$ cat src/rtl/mc_control_fsm_pkg.sv
// Shared types and encodings for the multicycle RV32 control unit.
package mc_ctrl_pkg;

    typedef enum logic [3:0] {
        StFetch,
        StDecode,
        StMemAdr,
        StMemRead,
        StMemWb,
        StMemWrite,
        StExecuteR,
        StExecuteI,
        StAluWb,
        StBeq,
        StJal,
        StHalt
    } state_e;

    localparam logic [6:0] OpLoad   = 7'b0000011;
    localparam logic [6:0] OpStore  = 7'b0100011;
    localparam logic [6:0] OpRtype  = 7'b0110011;
    localparam logic [6:0] OpItype  = 7'b0010011;
    localparam logic [6:0] OpBranch = 7'b1100011;
    localparam logic [6:0] OpJal    = 7'b1101111;

    localparam logic [2:0] AluAdd = 3'b000;
    localparam logic [2:0] AluSub = 3'b001;
    localparam logic [2:0] AluAnd = 3'b010;
    localparam logic [2:0] AluOr  = 3'b011;
    localparam logic [2:0] AluSlt = 3'b101;

    localparam logic [1:0] AluOpAdd   = 2'b00;
    localparam logic [1:0] AluOpSub   = 2'b01;
    localparam logic [1:0] AluOpFunct = 2'b10;

    localparam logic [1:0] ResAluOut    = 2'b00;
    localparam logic [1:0] ResData      = 2'b01;
    localparam logic [1:0] ResAluResult = 2'b10;

    localparam logic [1:0] SrcAPc    = 2'b00;
    localparam logic [1:0] SrcAOldPc = 2'b01;
    localparam logic [1:0] SrcAReg   = 2'b10;

    localparam logic [1:0] SrcBReg  = 2'b00;
    localparam logic [1:0] SrcBImm  = 2'b01;
    localparam logic [1:0] SrcBFour = 2'b10;

    localparam logic [1:0] ImmI = 2'b00;
    localparam logic [1:0] ImmS = 2'b01;
    localparam logic [1:0] ImmB = 2'b10;
    localparam logic [1:0] ImmJ = 2'b11;

endpackage

$ cat src/rtl/mc_control_fsm_if.sv
// Instruction fields and control lines between the control FSM and the datapath.
interface mc_ctrl_if;
    logic [6:0] op;
    logic [2:0] funct3;
    logic       funct7b5;
    logic       Zero;
    logic       PCWrite;
    logic       AdrSrc;
    logic       MemWrite;
    logic       IRWrite;
    logic       RegWrite;
    logic [1:0] ResultSrc;
    logic [1:0] ALUSrcA;
    logic [1:0] ALUSrcB;
    logic [1:0] ImmSrc;
    logic [2:0] AluControl;
    logic       Illegal;

    modport master (
        input  op, funct3, funct7b5, Zero,
        output PCWrite, AdrSrc, MemWrite, IRWrite, RegWrite, ResultSrc,
               ALUSrcA, ALUSrcB, ImmSrc, AluControl, Illegal
    );

    modport slave (
        output op, funct3, funct7b5, Zero,
        input  PCWrite, AdrSrc, MemWrite, IRWrite, RegWrite, ResultSrc,
               ALUSrcA, ALUSrcB, ImmSrc, AluControl, Illegal
    );
endinterface

$ cat src/rtl/mc_control_fsm_alu_decoder.sv
// Combinational ALU decoder: maps ALUOp and instruction fields to the ALU's 3-bit control.
module alu_decoder
    import mc_ctrl_pkg::*;
(
    input  logic [1:0] aluOp,
    input  logic [2:0] funct3,
    input  logic       opB5,
    input  logic       funct7b5,
    output logic [2:0] aluControl,
    output logic       decodeIllegal
);

    always_comb begin
        aluControl    = AluAdd;
        decodeIllegal = 1'b0;
        case (aluOp)
            AluOpAdd: aluControl = AluAdd;
            AluOpSub: aluControl = AluSub;
            AluOpFunct: begin
                case (funct3)
                    3'b000:  aluControl = (opB5 & funct7b5) ? AluSub : AluAdd;
                    3'b010:  aluControl = AluSlt;
                    3'b110:  aluControl = AluOr;
                    3'b111:  aluControl = AluAnd;
                    default: decodeIllegal = 1'b1;
                endcase
            end
            default: aluControl = AluAdd;
        endcase
    end

endmodule

$ cat src/rtl/mc_control_fsm.sv
// Moore control FSM for the RV32 multicycle core.
// Define MC_CTRL_ILLEGAL_TRAP_EN to trap unsupported instructions in a HALT state.
module mc_control_fsm
    import mc_ctrl_pkg::*;
(
    input logic   clk,
    input logic   reset,
    mc_ctrl_if.master bus
);

    state_e     stateQ, stateD;
    logic       pcUpdate, branch, memWrite, irWrite, regWrite, adrSrc;
    logic [1:0] aluOp, resultSrc, srcA, srcB, immSrc;
    logic [2:0] aluControl;
    logic       decodeIllegal;

    always_ff @(posedge clk) begin
        if (reset) stateQ <= StFetch;
        else       stateQ <= stateD;
    end

    always_comb begin
        stateD    = StFetch;
        pcUpdate  = 1'b0;
        branch    = 1'b0;
        memWrite  = 1'b0;
        irWrite   = 1'b0;
        regWrite  = 1'b0;
        adrSrc    = 1'b0;
        aluOp     = AluOpAdd;
        resultSrc = ResAluOut;
        srcA      = SrcAPc;
        srcB      = SrcBReg;
        immSrc    = ImmI;
        case (stateQ)
            StFetch: begin
                irWrite   = 1'b1;
                srcB      = SrcBFour;
                resultSrc = ResAluResult;
                pcUpdate  = 1'b1;
                stateD    = StDecode;
            end
            StDecode: begin
                srcA   = SrcAOldPc;
                srcB   = SrcBImm;
                immSrc = ImmB;
                case (bus.op)
                    OpLoad, OpStore: stateD = StMemAdr;
                    OpRtype:         stateD = StExecuteR;
                    OpItype:         stateD = StExecuteI;
                    OpBranch:        stateD = StBeq;
                    OpJal:           stateD = StJal;
`ifdef MC_CTRL_ILLEGAL_TRAP_EN
                    default:         stateD = StHalt;
`else
                    default:         stateD = StFetch;
`endif
                endcase
            end
            StMemAdr: begin
                srcA   = SrcAReg;
                srcB   = SrcBImm;
                immSrc = bus.op[5] ? ImmS : ImmI;
                stateD = bus.op[5] ? StMemWrite : StMemRead;
            end
            StMemRead: begin
                adrSrc = 1'b1;
                stateD = StMemWb;
            end
            StMemWb: begin
                resultSrc = ResData;
                regWrite  = 1'b1;
                stateD    = StFetch;
            end
            StMemWrite: begin
                adrSrc   = 1'b1;
                memWrite = 1'b1;
                stateD   = StFetch;
            end
            StExecuteR, StExecuteI: begin
                srcA  = SrcAReg;
                srcB  = (stateQ == StExecuteI) ? SrcBImm : SrcBReg;
                aluOp = AluOpFunct;
`ifdef MC_CTRL_ILLEGAL_TRAP_EN
                stateD = decodeIllegal ? StHalt : StAluWb;
`else
                stateD = StAluWb;
`endif
            end
            StAluWb: begin
                regWrite = 1'b1;
                stateD   = StFetch;
            end
            StBeq: begin
                srcA   = SrcAReg;
                aluOp  = AluOpSub;
                branch = 1'b1;
                stateD = StFetch;
            end
            StJal: begin
                srcA     = SrcAOldPc;
                srcB     = SrcBFour;
                pcUpdate = 1'b1;
                stateD   = StAluWb;
            end
            StHalt:  stateD = StHalt;
            default: stateD = StFetch;
        endcase
    end

    alu_decoder uAluDecoder (
        .aluOp        (aluOp),
        .funct3       (bus.funct3),
        .opB5         (bus.op[5]),
        .funct7b5     (bus.funct7b5),
        .aluControl   (aluControl),
        .decodeIllegal(decodeIllegal)
    );

    // Write enables are masked while reset is held, whatever state the register holds.
    assign bus.PCWrite    = (pcUpdate | (branch & bus.Zero)) & ~reset;
    assign bus.IRWrite    = irWrite & ~reset;
    assign bus.MemWrite   = memWrite & ~reset;
    assign bus.RegWrite   = regWrite & ~reset;
    assign bus.AdrSrc     = adrSrc;
    assign bus.ResultSrc  = resultSrc;
    assign bus.ALUSrcA    = srcA;
    assign bus.ALUSrcB    = srcB;
    assign bus.ImmSrc     = immSrc;
    assign bus.AluControl = aluControl;

`ifdef MC_CTRL_ILLEGAL_TRAP_EN
    assign bus.Illegal = (stateQ == StHalt);
`else
    logic unusedDecodeIllegal;
    assign unusedDecodeIllegal = decodeIllegal;
    assign bus.Illegal = 1'b0;
`endif

endmodule

$ cat src/flat_wrapper.sv
// flat-port wrapper written by rule: the top's interface ports become plain ports
module mc_control_fsm_flat import mc_ctrl_pkg::*;
  (clk, reset, bus_op, bus_funct3, bus_funct7b5, bus_Zero, bus_PCWrite, bus_AdrSrc, bus_MemWrite, bus_IRWrite, bus_RegWrite, bus_ResultSrc, bus_ALUSrcA, bus_ALUSrcB, bus_ImmSrc, bus_AluControl, bus_Illegal);
  mc_ctrl_if bus_i ();
  input logic clk;
  input logic reset;
  input wire logic [$bits(bus_i.op)-1:0] bus_op;
  input wire logic [$bits(bus_i.funct3)-1:0] bus_funct3;
  input wire logic [$bits(bus_i.funct7b5)-1:0] bus_funct7b5;
  input wire logic [$bits(bus_i.Zero)-1:0] bus_Zero;
  output wire logic [$bits(bus_i.PCWrite)-1:0] bus_PCWrite;
  output wire logic [$bits(bus_i.AdrSrc)-1:0] bus_AdrSrc;
  output wire logic [$bits(bus_i.MemWrite)-1:0] bus_MemWrite;
  output wire logic [$bits(bus_i.IRWrite)-1:0] bus_IRWrite;
  output wire logic [$bits(bus_i.RegWrite)-1:0] bus_RegWrite;
  output wire logic [$bits(bus_i.ResultSrc)-1:0] bus_ResultSrc;
  output wire logic [$bits(bus_i.ALUSrcA)-1:0] bus_ALUSrcA;
  output wire logic [$bits(bus_i.ALUSrcB)-1:0] bus_ALUSrcB;
  output wire logic [$bits(bus_i.ImmSrc)-1:0] bus_ImmSrc;
  output wire logic [$bits(bus_i.AluControl)-1:0] bus_AluControl;
  output wire logic [$bits(bus_i.Illegal)-1:0] bus_Illegal;
  assign bus_i.op = bus_op;
  assign bus_i.funct3 = bus_funct3;
  assign bus_i.funct7b5 = bus_funct7b5;
  assign bus_i.Zero = bus_Zero;
  assign bus_PCWrite = bus_i.PCWrite;
  assign bus_AdrSrc = bus_i.AdrSrc;
  assign bus_MemWrite = bus_i.MemWrite;
  assign bus_IRWrite = bus_i.IRWrite;
  assign bus_RegWrite = bus_i.RegWrite;
  assign bus_ResultSrc = bus_i.ResultSrc;
  assign bus_ALUSrcA = bus_i.ALUSrcA;
  assign bus_ALUSrcB = bus_i.ALUSrcB;
  assign bus_ImmSrc = bus_i.ImmSrc;
  assign bus_AluControl = bus_i.AluControl;
  assign bus_Illegal = bus_i.Illegal;
  mc_control_fsm u_core (.clk(clk), .reset(reset), .bus(bus_i));
endmodule
$ cat config.mk
export PLATFORM = sky130hd
export DESIGN_NAME = mc_control_fsm_flat
export DESIGN_NICKNAME = d
export VERILOG_FILES = /design/src/rtl/mc_control_fsm_pkg.sv /design/src/rtl/mc_control_fsm_if.sv /design/src/rtl/mc_control_fsm_alu_decoder.sv /design/src/rtl/mc_control_fsm.sv /design/src/flat_wrapper.sv
export SDC_FILE = /design/constraint.sdc
export NUM_CORES = 1
export LEC_CHECK = 0
export ABC_AREA = 1
export CAP_MARGIN = 25
export CORE_MARGIN = 8
export CORE_UTILIZATION = 35
export CTS_CLUSTER_DIAMETER = 200
export CTS_CLUSTER_SIZE = 28
export DETAILED_ROUTE_END_ITERATION = 6
export PLACE_DENSITY = 0.76
export RECOVER_POWER = 50
export SYNTH_ARGS = -nofsm -noshare
export SYNTH_HDL_FRONTEND = slang
export SYNTH_HIERARCHICAL = 1
export SYNTH_SLANG_ARGS = --single-unit
$ cat constraint.sdc
create_clock -name clk -period 1.6 [get_ports clk]
set_input_delay 0.16 -clock clk [delete_from_list [all_inputs] [get_ports clk]]
set_output_delay 0.16 -clock clk [all_outputs]
set_load 0.05 [all_outputs]
Figure 1. Metal 3.
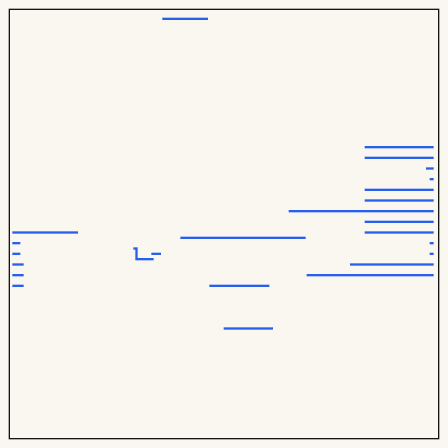
share of all routed wire = 6.4%
nets with wire on the layer = 25
main direction = horizontal

Figure 2. Wires at chosen ports, followed through buffers.
Bar = 20 um.
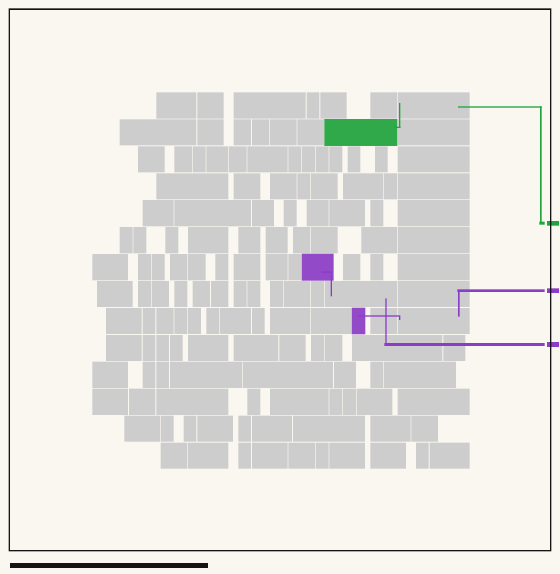
bus_RegWrite -> green  # bits 1, direction output, end cells 1, buffers 1, wire 23.1 um
bus_ALUSrcA -> purple  # bits 2, direction output, end cells 2, buffers 2, wire 39.3 um

Figure 3. Routed metal, one colour a layer.
Two of the layers only.
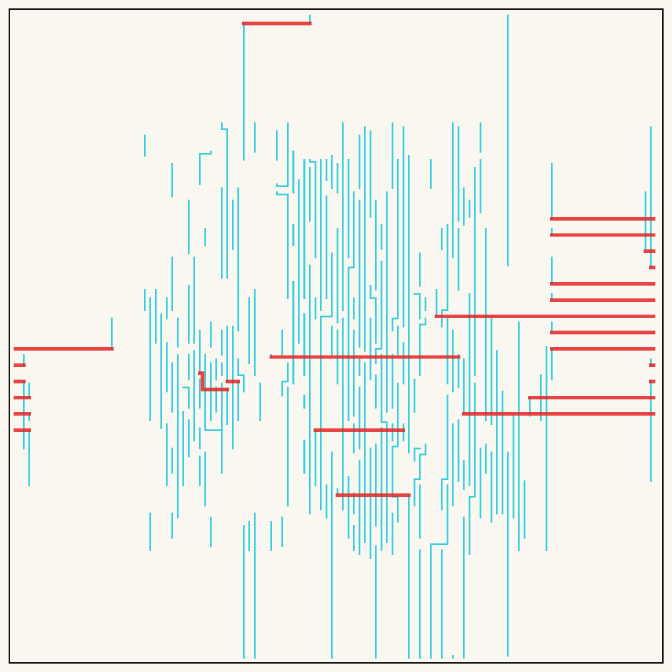
metal 2 -> cyan  # wire length 1,260 um
metal 3 -> red  # wire length 149 um
Total Routing Usage GR: 0.142
Routed Wire Length: 2340 um
routed length per instance: 15.0 um
via count: 812

==> results.json <==
{
  "dp_hpwl_um": 1610,
  "netlist_area_um2": 519,
  "fin_cells": 156,
  "drive_above_1_share": 0.457,
  "cellPowerDensity_nw_per_um2": 396,
  "critPathKind": "reg2out",
  "avgSynthCellArea_um2": 5.52,
  "startpoint_type": "register",
  "syn-num-nets": 110,
  "clk_latency_ns": 0.22,
  "cp.required_ns": 1.44,
  "maxCapViolations": 0,
  "place_area_um2": 1100,
  "layout_top_cell": "nand2_1",
  "layout_top_cells": "20 x nand2_1, 15 x buf_12, 14 x buf_4",
  "die_w_um": 54.5,
  "setup_violations": 5,
  "rsz0062_at_grt": "true",
  "largestRegisters": "u_core/stateQ: 4 flops",
  "dieArea_um2": 2970,
  "grt_max_degree": 6,
  "ios": 31,
  "largest_reg_flops": 4,
  "regToRegStartpoint": "u_core/stateQ[2]$_SDFF_PP0_",
  "comb_area_um2": 467,
  "gp_congestion": 0.870,
  "drc": 0,
  "fin_nets": 158,
  "setup_tns_ns": -0.397,
  "max_freq_mhz": 571,
  "antenna_found_initial": 0,
  "drtPass1Iterations": 4,
  "numCtsBuffers": 3,
  "status": "finished, violations left",
  "crit_arrival_ns": 1.59,
  "cts_hold_buf": 0,
  "skew_ns": 0.00351,
  "p_leak_nw": 0.535,
  "violations": "setup timing",
  "hold_viol": 0,
  "grt_pass1_vias": 822,
  "core_area_um2": 1450,
  "drt-initial-drc-count": 25,
  "dieHeight_um": 54.5,
  "diodes": 0,
  "cts.clk_slew.worst_paths_ns": 0.04,
  "rrSetupSlack_ns": 0.36,
  "cts_root_buffer": "clkbuf_4",
  "rr_endpoint": "u_core/stateQ[0]$_SDFF_PP0_",
  "fp-utilization": 0.357,
  "hp-class": "reg2reg",
  "clockBufferDepth": 2,
  "yosys_warnings": 6,
  "crit_end": "bus_AluControl[0]",
  "setup_ws_ns": -0.151,
  "cp-end-kind": "output pin"
}
Figure 4. Congestion heat map.
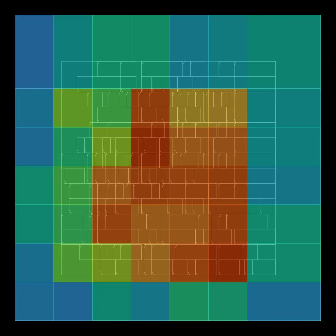
fin util: 0.846
layer with the highest usage: met2
GRT met1 Usage: 0.158
met3 GRT Util: 0.0245
met2 usage: 0.281

Figure 5. I/O pins on the die edge.
Pins as bars across the die edge, other pins in grey.
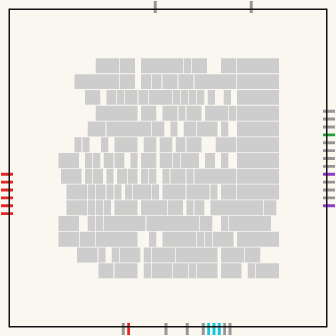
bus_op -> red  # pins 7, direction input, edge 6 left, 1 bottom
bus_ALUSrcA -> purple  # pins 2, direction output, edge right
bus_RegWrite -> green  # pins 1, direction output, edge right
bus_funct3 -> cyan  # pins 3, direction input, edge bottom

power by group:
group | leakage (nW) | internal (mW) | switching [mW]
Clock | 0.0138 | 0.0833 | 0.0332
Combinational | 0.488 | 0.122 | 0.143
Sequential | 0.0336 | 0.103 | 0.00234
Total | 0.535 | 0.308 | 0.179
metal layers:
metal | vias to the layer above | routed length, um | GRT usage
li1 | 387 | - | -
met1 | 394 | 928 | 0.158
met2 | 31 | 1260 | 0.281
met3 | 0 | 148 | 0.0245
met4 | 0 | 0 | 0.0123
met5 | - | 0 | 0
worst max-delay path: stages, from the launching register on:
cell     delay, ns
dfxtp_2       0.38
nand2_1       0.10
nor2_2        0.14
inv_1         0.10
ha_4          0.18
nand3_1       0.08
nand2_1       0.08
nor2_4        0.11
nor2_4        0.05
buf_12        0.14
worst min path at each step:
stage	start	endpoint	slack, ns	cells past startpoint
finish	u_core/stateQ[1]$_SDFF_PP0_	u_core/stateQ[3]$_SDFF_PP0_	0.69	4
global route	u_core/stateQ[1]$_SDFF_PP0_	u_core/stateQ[3]$_SDFF_PP0_	0.73	4
detailed placement	u_core/stateQ[2]$_SDFF_PP0_	u_core/stateQ[3]$_SDFF_PP0_	0.63	3
global placement	u_core/stateQ[2]$_SDFF_PP0_	u_core/stateQ[3]$_SDFF_PP0_	0.63	3
CTS	u_core/stateQ[1]$_SDFF_PP0_	u_core/stateQ[3]$_SDFF_PP0_	0.69	4
floorplan	reset	u_core/stateQ[0]$_SDFF_PP0_	0.22	1
through the flow:
step,utilization,hold WS [ns]
floorplan,-,0.222
global placement,0.757,0.630
detailed placement,0.757,0.634
CTS,0.824,0.692
global route,0.846,0.730
finish,0.846,0.685
timing repair:
action,CTS,global route
buffers inserted,4,1
cloned,0,0
gates resized,13,9
pin swaps,11,7
endpoints found under the setup margin,6,7
area by class of cell:
class / instances / area share
repair buffers: 44 / 0.465
multi-input cells: 72 / 0.379
flip-flops and latches: 4 / 0.0671
inverters: 17 / 0.0539
clock buffers: 3 / 0.0183
well taps: 16 / 0.0163
Power figures rest on the tool's default switching activity, not on a simulated workload.
